Fig. 1: run 1, logic cells by family
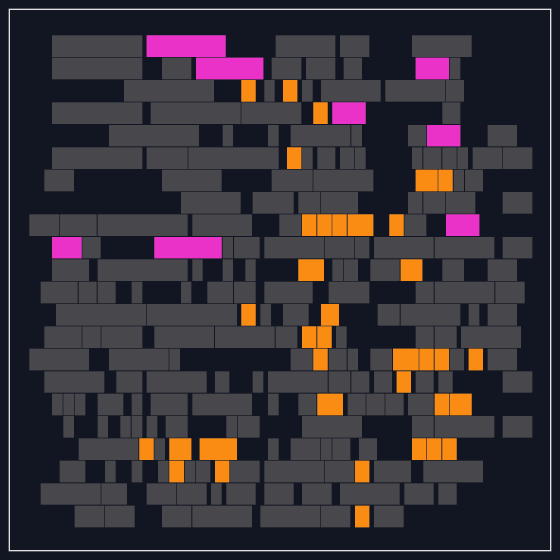
Fig. 2: run 1, clock nets
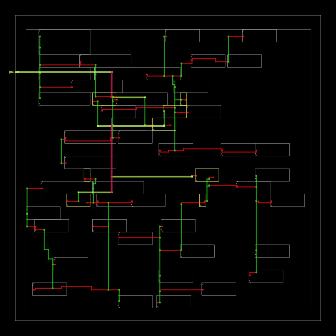
Fig. 3: run 1, port wiring
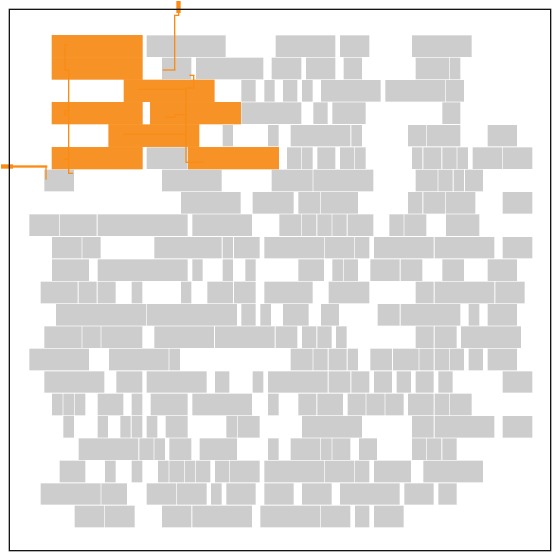
[src/rtl/bp_pkg.sv]
// Types and constants shared between the branch history table and the branch resolver.
package bp_pkg;

   localparam int BP_HIST_W = 2;

   // 2-bit saturating predictor encodings; the MSB is the predicted direction.
   localparam logic [1:0] CTR_SNT = 2'b00;
   localparam logic [1:0] CTR_WNT = 2'b01;
   localparam logic [1:0] CTR_WT  = 2'b10;
   localparam logic [1:0] CTR_ST  = 2'b11;

   typedef struct packed {
      logic                 valid;
      logic                 taken;
      logic [BP_HIST_W-1:0] hist;
   } bp_upd_t;

   typedef enum logic {
      ST_RUN   = 1'b0,
      ST_FLUSH = 1'b1
   } rs_state_e;

endpackage

[src/rtl/pred_fifo.sv]
// Circular buffer of in-flight predictions with a synchronous clear that overrides push and pop.
module pred_fifo #(
   parameter  int DEPTH  = 4,
   parameter  int DATA_W = 3,
   localparam int PTR_W  = $clog2(DEPTH),
   localparam int OCC_W  = PTR_W + 1
) (
   input  logic              clk,
   input  logic              reset,
   input  logic              i_clr,
   input  logic              i_push,
   input  logic              i_pop,
   input  logic [DATA_W-1:0] i_din,
   output logic [DATA_W-1:0] o_dout,
   output logic [OCC_W-1:0]  o_count,
   output logic              o_full,
   output logic              o_empty
);

   logic [DATA_W-1:0] r_mem [DEPTH];
   logic [PTR_W-1:0]  r_wptr;
   logic [PTR_W-1:0]  r_rptr;
   logic [OCC_W-1:0]  r_count;
   logic              w_push;
   logic              w_pop;

   assign o_full  = (r_count == OCC_W'(DEPTH));
   assign o_empty = (r_count == '0);
   assign w_push  = i_push && !o_full;
   assign w_pop   = i_pop && !o_empty;
   assign o_dout  = r_mem[r_rptr];
   assign o_count = r_count;

   // Storage carries no reset; occupancy and pointers alone define validity.
   always_ff @(posedge clk) begin
      if (w_push) begin
         r_mem[r_wptr] <= i_din;
      end
   end

   // Pointers are exactly log2(DEPTH) bits, so increments wrap modulo DEPTH.
   always_ff @(posedge clk) begin
      if (reset || i_clr) begin
         r_wptr  <= '0;
         r_rptr  <= '0;
         r_count <= '0;
      end else begin
         if (w_push) begin
            r_wptr <= r_wptr + PTR_W'(1);
         end
         if (w_pop) begin
            r_rptr <= r_rptr + PTR_W'(1);
         end
         case ({w_push, w_pop})
            2'b10:   r_count <= r_count + OCC_W'(1);
            2'b01:   r_count <= r_count - OCC_W'(1);
            default: r_count <= r_count;
         endcase
      end
   end

endmodule

[src/rtl/branch_resolver.sv]
// Matches execute-stage outcomes against queued fetch predictions, trains the BHT and flushes on mispredict.
module branch_resolver
   import bp_pkg::*;
#(
   parameter  int DEPTH  = 4,
   parameter  int HIST_W = BP_HIST_W,
   parameter  int CNT_W  = 8,
   localparam int PEND_W = $clog2(DEPTH) + 1
) (
   input  logic              clk,
   input  logic              reset,
   input  logic              pred_valid,
   input  logic              pred_taken,
   input  logic [HIST_W-1:0] pred_hist,
   output logic              pred_ready,
   input  logic              res_valid,
   input  logic              res_taken,
   output logic              upd_valid,
   output logic              upd_taken,
   output logic [HIST_W-1:0] upd_hist,
   output logic              mispredict,
   output logic [PEND_W-1:0] pending,
   output logic [CNT_W-1:0]  correct_cnt,
   output logic [CNT_W-1:0]  mispred_cnt,
   output logic              proto_err
);

   function automatic logic [CNT_W-1:0] sat_inc(input logic [CNT_W-1:0] v);
      return (&v) ? v : v + CNT_W'(1);
   endfunction

   rs_state_e         r_state;
   logic              r_upd_valid;
   logic              r_upd_taken;
   logic [HIST_W-1:0] r_upd_hist;
   logic              r_mispredict;
   logic [CNT_W-1:0]  r_correct_cnt;
   logic [CNT_W-1:0]  r_mispred_cnt;
   logic              r_proto_err;

   logic              w_full;
   logic              w_empty;
   logic              w_push;
   logic              w_res;
   logic              w_mis;
   logic [HIST_W:0]   w_head;
   logic              w_head_taken;
   logic [HIST_W-1:0] w_head_hist;

   assign pred_ready   = (r_state == ST_RUN) && !w_full;
   assign w_push       = pred_valid && pred_ready;
   assign w_res        = res_valid && !w_empty;
   assign w_head_taken = w_head[HIST_W];
   assign w_head_hist  = w_head[HIST_W-1:0];
   assign w_mis        = w_res && (w_head_taken != res_taken);

   // A mispredict clears the queue; the clear also discards any same-cycle wrong-path push.
   pred_fifo #(
      .DEPTH  (DEPTH),
      .DATA_W (HIST_W + 1)
   ) u_fifo (
      .clk     (clk),
      .reset   (reset),
      .i_clr   (w_mis),
      .i_push  (w_push),
      .i_pop   (w_res),
      .i_din   ({pred_taken, pred_hist}),
      .o_dout  (w_head),
      .o_count (pending),
      .o_full  (w_full),
      .o_empty (w_empty)
   );

   always_ff @(posedge clk) begin
      if (reset) begin
         r_state <= ST_RUN;
      end else begin
         case (r_state)
            ST_RUN:   r_state <= w_mis ? ST_FLUSH : ST_RUN;
            ST_FLUSH: r_state <= ST_RUN;
            default:  r_state <= ST_RUN;
         endcase
      end
   end

   // Update strobe, flush pulse and statistics all land on the edge after the resolve.
   always_ff @(posedge clk) begin
      if (reset) begin
         r_upd_valid   <= 1'b0;
         r_upd_taken   <= 1'b0;
         r_upd_hist    <= '0;
         r_mispredict  <= 1'b0;
         r_correct_cnt <= '0;
         r_mispred_cnt <= '0;
         r_proto_err   <= 1'b0;
      end else begin
         r_upd_valid  <= w_res;
         r_mispredict <= w_mis;
         if (w_res) begin
            r_upd_taken <= res_taken;
            r_upd_hist  <= w_head_hist;
            if (w_mis) begin
               r_mispred_cnt <= sat_inc(r_mispred_cnt);
            end else begin
               r_correct_cnt <= sat_inc(r_correct_cnt);
            end
         end
         if (res_valid && w_empty) begin
            r_proto_err <= 1'b1;
         end
      end
   end

   assign upd_valid   = r_upd_valid;
   assign upd_taken   = r_upd_taken;
   assign upd_hist    = r_upd_hist;
   assign mispredict  = r_mispredict;
   assign correct_cnt = r_correct_cnt;
   assign mispred_cnt = r_mispred_cnt;
   assign proto_err   = r_proto_err;

endmodule

[config.mk]
export PLATFORM = sky130hd
export DESIGN_NAME = branch_resolver
export DESIGN_NICKNAME = d
export VERILOG_FILES = /design/src/rtl/bp_pkg.sv /design/src/rtl/pred_fifo.sv /design/src/rtl/branch_resolver.sv
export SDC_FILE = /design/constraint.sdc
export NUM_CORES = 1
export LEC_CHECK = 0
export CAP_MARGIN = 20
export CORE_MARGIN = 2
export CORE_UTILIZATION = 52
export DETAILED_ROUTE_END_ITERATION = 10
export PLACE_DENSITY = 0.77
export SLEW_MARGIN = 20
export SYNTH_ARGS = -nofsm -noshare
export SYNTH_HDL_FRONTEND = slang
export SYNTH_SLANG_ARGS = --single-unit
[constraint.sdc]
create_clock -name clk -period 2.3 [get_ports clk]
set_input_delay 0.46 -clock clk [delete_from_list [all_inputs] [get_ports clk]]
set_output_delay 0.46 -clock clk [all_outputs]
set_load 0.02 [all_outputs]
==> Changelog: implementation, run 1 <==
### Physical design

- Status: finished clean
- Most numerous logic cell after layout: clkdlybuf4s50_1
- Met2 wire length: 2.11 mm
- Maxcap violations: 0
- Comb pwr share: 0.388
- CP max stage delay: 580 ps
- Yosys top cell area share: 0.325
- Simple share: 0.187
- Remaining DRCs: 0
- Slew of the pin with the lowest slew margin: 633 ps
- Yosys stat cell total: 192
- Buffers, non-clock: 42
- Max Root-Sink Buffers: 2
- Power Dens Cells: 992 mW/mm2
- Die Ht: 65.6 um
- Die ar.: 0.00430 mm2
- CTS root buffer: clkbuf_8
- Final hold vios: 0
- LEAKAGE: 0.870 nW
- Worst setup EP type: register
- Combinational Power: 0.952 mW
- Yosys aoi share: 0.112
- Remaining antenna violation count: 0
- Post-CTS setup buffers: 0
- Largest net degree at the start of global routing: 18
- GR Util met3: 0.0514
- Top cells by area: dfxtp_1, edfxtp_1, ha_1
- Synth top cell by count: dfxtp_1
- Setup TNS: 0 ps
- Max FFs per register: 12
- Seq area share: 0.405
- Asr flop ratio synth: 0
- Met2 usage: 0.366
- Syn Inst Count: 192
- Achievable Freq: 466 MHz
- CTS resizes: 0
- 1st-pass router iterations: 4
- Placed cells: 275
- CTS tree: yes
- Highest Signal Layer: met4
- Tmin final: 2140 ps
- Post-detail-place hpwl: 2.95 mm
- GRT met1 Usage: 0.222
- Post-synthesis cell area: 0.00197 mm2
- Antenna Cells: 0
- Port Buffers: 33
- Final Max Tran Viols: 0
- Area Overhead vs Synth: 25.4%
- Flop-to-flop setup slack: 160 ps
- Final Cycle Share: 0.932
- Chip width: 65.6 um
- Avg Synthesized Cell Area: 10.3 um2
- Grt peak-use layer: met2
- Well-Tap Cells: 48
- IO Pins: 34
- Register share of total power: 0.428
- Crit path max-delay family: multiplexers
- Final hold slack: 463 ps
- Dpl ws: -44.4 ps
- RSZ-0062 raised after global routing: no
- Mux area share: 0.0641
- Logic family by area: simple AND/OR/NAND/NOR gates
- Number of vias in the routed layout: 1581
- Ys flops: 44
- Met3 Routed Length: 142 um
- Largest Register: u_fifo.r_mem
- Initial antenna violation count: 0
- Slew HR: 0.578
Notes on Fig. 1 above:
family	colour	cells
mux cells	magenta	8
aoi and oai cells	orange	36

Notes on Fig. 2 above:
Sink Count: 44
Clk power: 0.452 mW
Num CTS Buffers: 5
clk latency late pin: 290 ps

Notes on Fig. 3 above:
port	colour	direction	edge	end cells	wire
pred_hist	orange	input	1 top, 1 left	8	63.6 um

## Run 2: what changed since run 1
CAP_MARGIN = 30   (was 20)
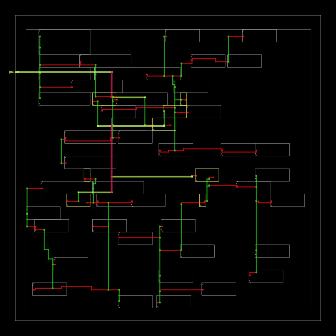
Fig. 4. Clock nets (run 2).
flip-flops: 44
worst clock skew: 7.59 ps
# clk buffers: 7

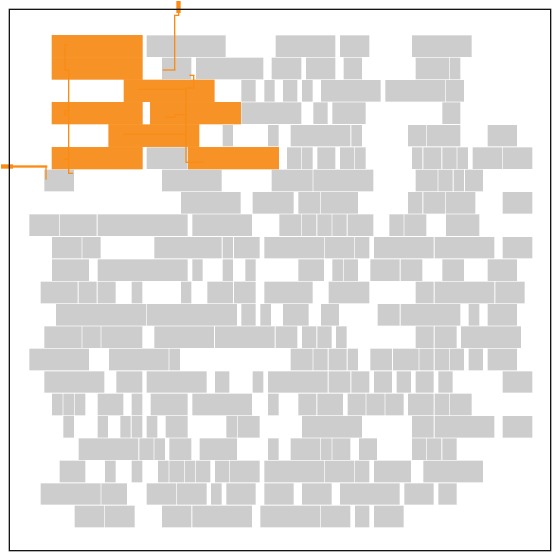
Fig. 5. Port wiring (run 2).
IO Pins: 34
Port Buffers: 33

==> run 2 against run 1 <==
Effect of this change:
- first-iteration DRC count stayed put
- global-route usage stayed put
- critical path type unchanged
- combinational power hardly changed
- cell count stayed put
- synthesized cell count stayed put
- sequential share of layout area stayed put
- synthesized area stayed put
- largest cell class unchanged
- clock power hardly changed
- largest power group unchanged
- power stayed put
- routed wire length stayed put
==> Changelog: implementation, run 2 <==
### Physical design

- Logic family by area: simple AND/OR/NAND/NOR gates
- Number of vias in the routed layout: 1581 (unchanged)
- Clk power: 0.452 mW (about the same)
- Antenna Cells: 0 (unchanged)
- Sink Count: 44 (unchanged)
- Max Root-Sink Buffers: 2 (unchanged)
- Achievable Freq: 466 MHz (unchanged)
- Finished Layout Cells: 283
- Synth top cell by count: dfxtp_1
- Yosys top cell area share: 0.325 (unchanged)
- Asr flop ratio synth: 0 (unchanged)
- Chip width: 65.6 um (unchanged)
- Final hold vios: 0 (unchanged)
- Avg Synthesized Cell Area: 10.3 um2 (unchanged)
- Post-detail-place hpwl: 2.95 mm (unchanged)
- Worst setup EP type: register
- Register share of total power: 0.428 (about the same)
- Tmin final: 2140 ps (unchanged)
- Setup TNS: 0 ps (unchanged)
- Met2 usage: 0.366 (unchanged)
- Grt peak-use layer: met2
- Remaining DRCs: 0 (unchanged)
- Ys flops: 44 (unchanged)
- Mux area share: 0.0641 (unchanged)
- Gp weighted congestion: 0.858
- Slew of the pin with the lowest slew margin: 633 ps (unchanged)
- Top cells by area: dfxtp_1, edfxtp_1, ha_1
- Largest net degree at the start of global routing: 18 (unchanged)
- Post-synthesis cell area: 0.00197 mm2 (unchanged)
- CTS resizes: 0 (unchanged)
- Combinational Power: 0.952 mW (about the same)
- Top cell category: flip-flops and latches
- Max FFs per register: 12 (unchanged)
- Largest Register: u_fifo.r_mem
- Comb pwr share: 0.388 (about the same)
- Maxcap violations: 0 (unchanged)
- Yosys xor share: 0.0393
- VDD IR max: 661 uV
- Vias in the first global route: 1510
- Met2 wire length: 2.11 mm (unchanged)
- Worst Slack Setup Final: 156 ps
- Syn Inst Count: 192 (unchanged)
- 1st-pass router iterations: 4 (unchanged)
- Simple share: 0.187 (unchanged)
- Placed cells: 275 (unchanged)
- CTS tree: yes
- Yosys stat cell total: 192 (unchanged)
- Final hold slack: 463 ps (unchanged)
- Most numerous logic cell after layout: clkdlybuf4s50_1
- Die Ht: 65.6 um (unchanged)
- RSZ-0062 raised after global routing: no
- Finished Cell Area: 0.00247 mm2
- Yosys aoi share: 0.112 (unchanged)
- Seq area share: 0.405 (unchanged)
- CTS Hold Buffers Added: 0
- Well-Tap Cells: 48 (unchanged)
- Power Dens Cells: 992 mW/mm2 (unchanged)
- Remaining antenna violation count: 0 (unchanged)
- Clk latency late pin: 290 ps (about the same)
- Post-CTS setup buffers: 0 (unchanged)
- GRT met1 Usage: 0.222 (unchanged)
- Buffers, non-clock: 42 (unchanged)
- Area Overhead vs Synth: 25.4% (unchanged)
- Final Max Tran Viols: 0 (unchanged)
- Num CTS Buffers: 5 (unchanged)
- Status: finished clean
- Critical setup path kind: register to register
- Reg2Reg Capture Point: correct_cnt[5]
- Crit path max-delay family: multiplexers
- Initial antenna violation count: 0 (unchanged)
- GR Util met3: 0.0514 (unchanged)
- Highest Signal Layer: met4
- Met3 Routed Length: 142 um (unchanged)
- Die ar.: 0.00430 mm2 (unchanged)
- Dpl ws: -44.4 ps (unchanged)
- Final Cycle Share: 0.932 (unchanged)
- LEAKAGE: 0.870 nW (unchanged)
- Comb area share: 0.364
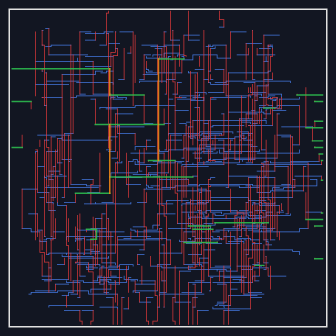
Fig. 6. Metal layers overlaid (run 2).
layer	colour	wire length
M3	green	143 um
M1	blue	1630 um
M4	orange	40.8 um
M2	red	2110 um

Power and IR drop assume default switching activity.
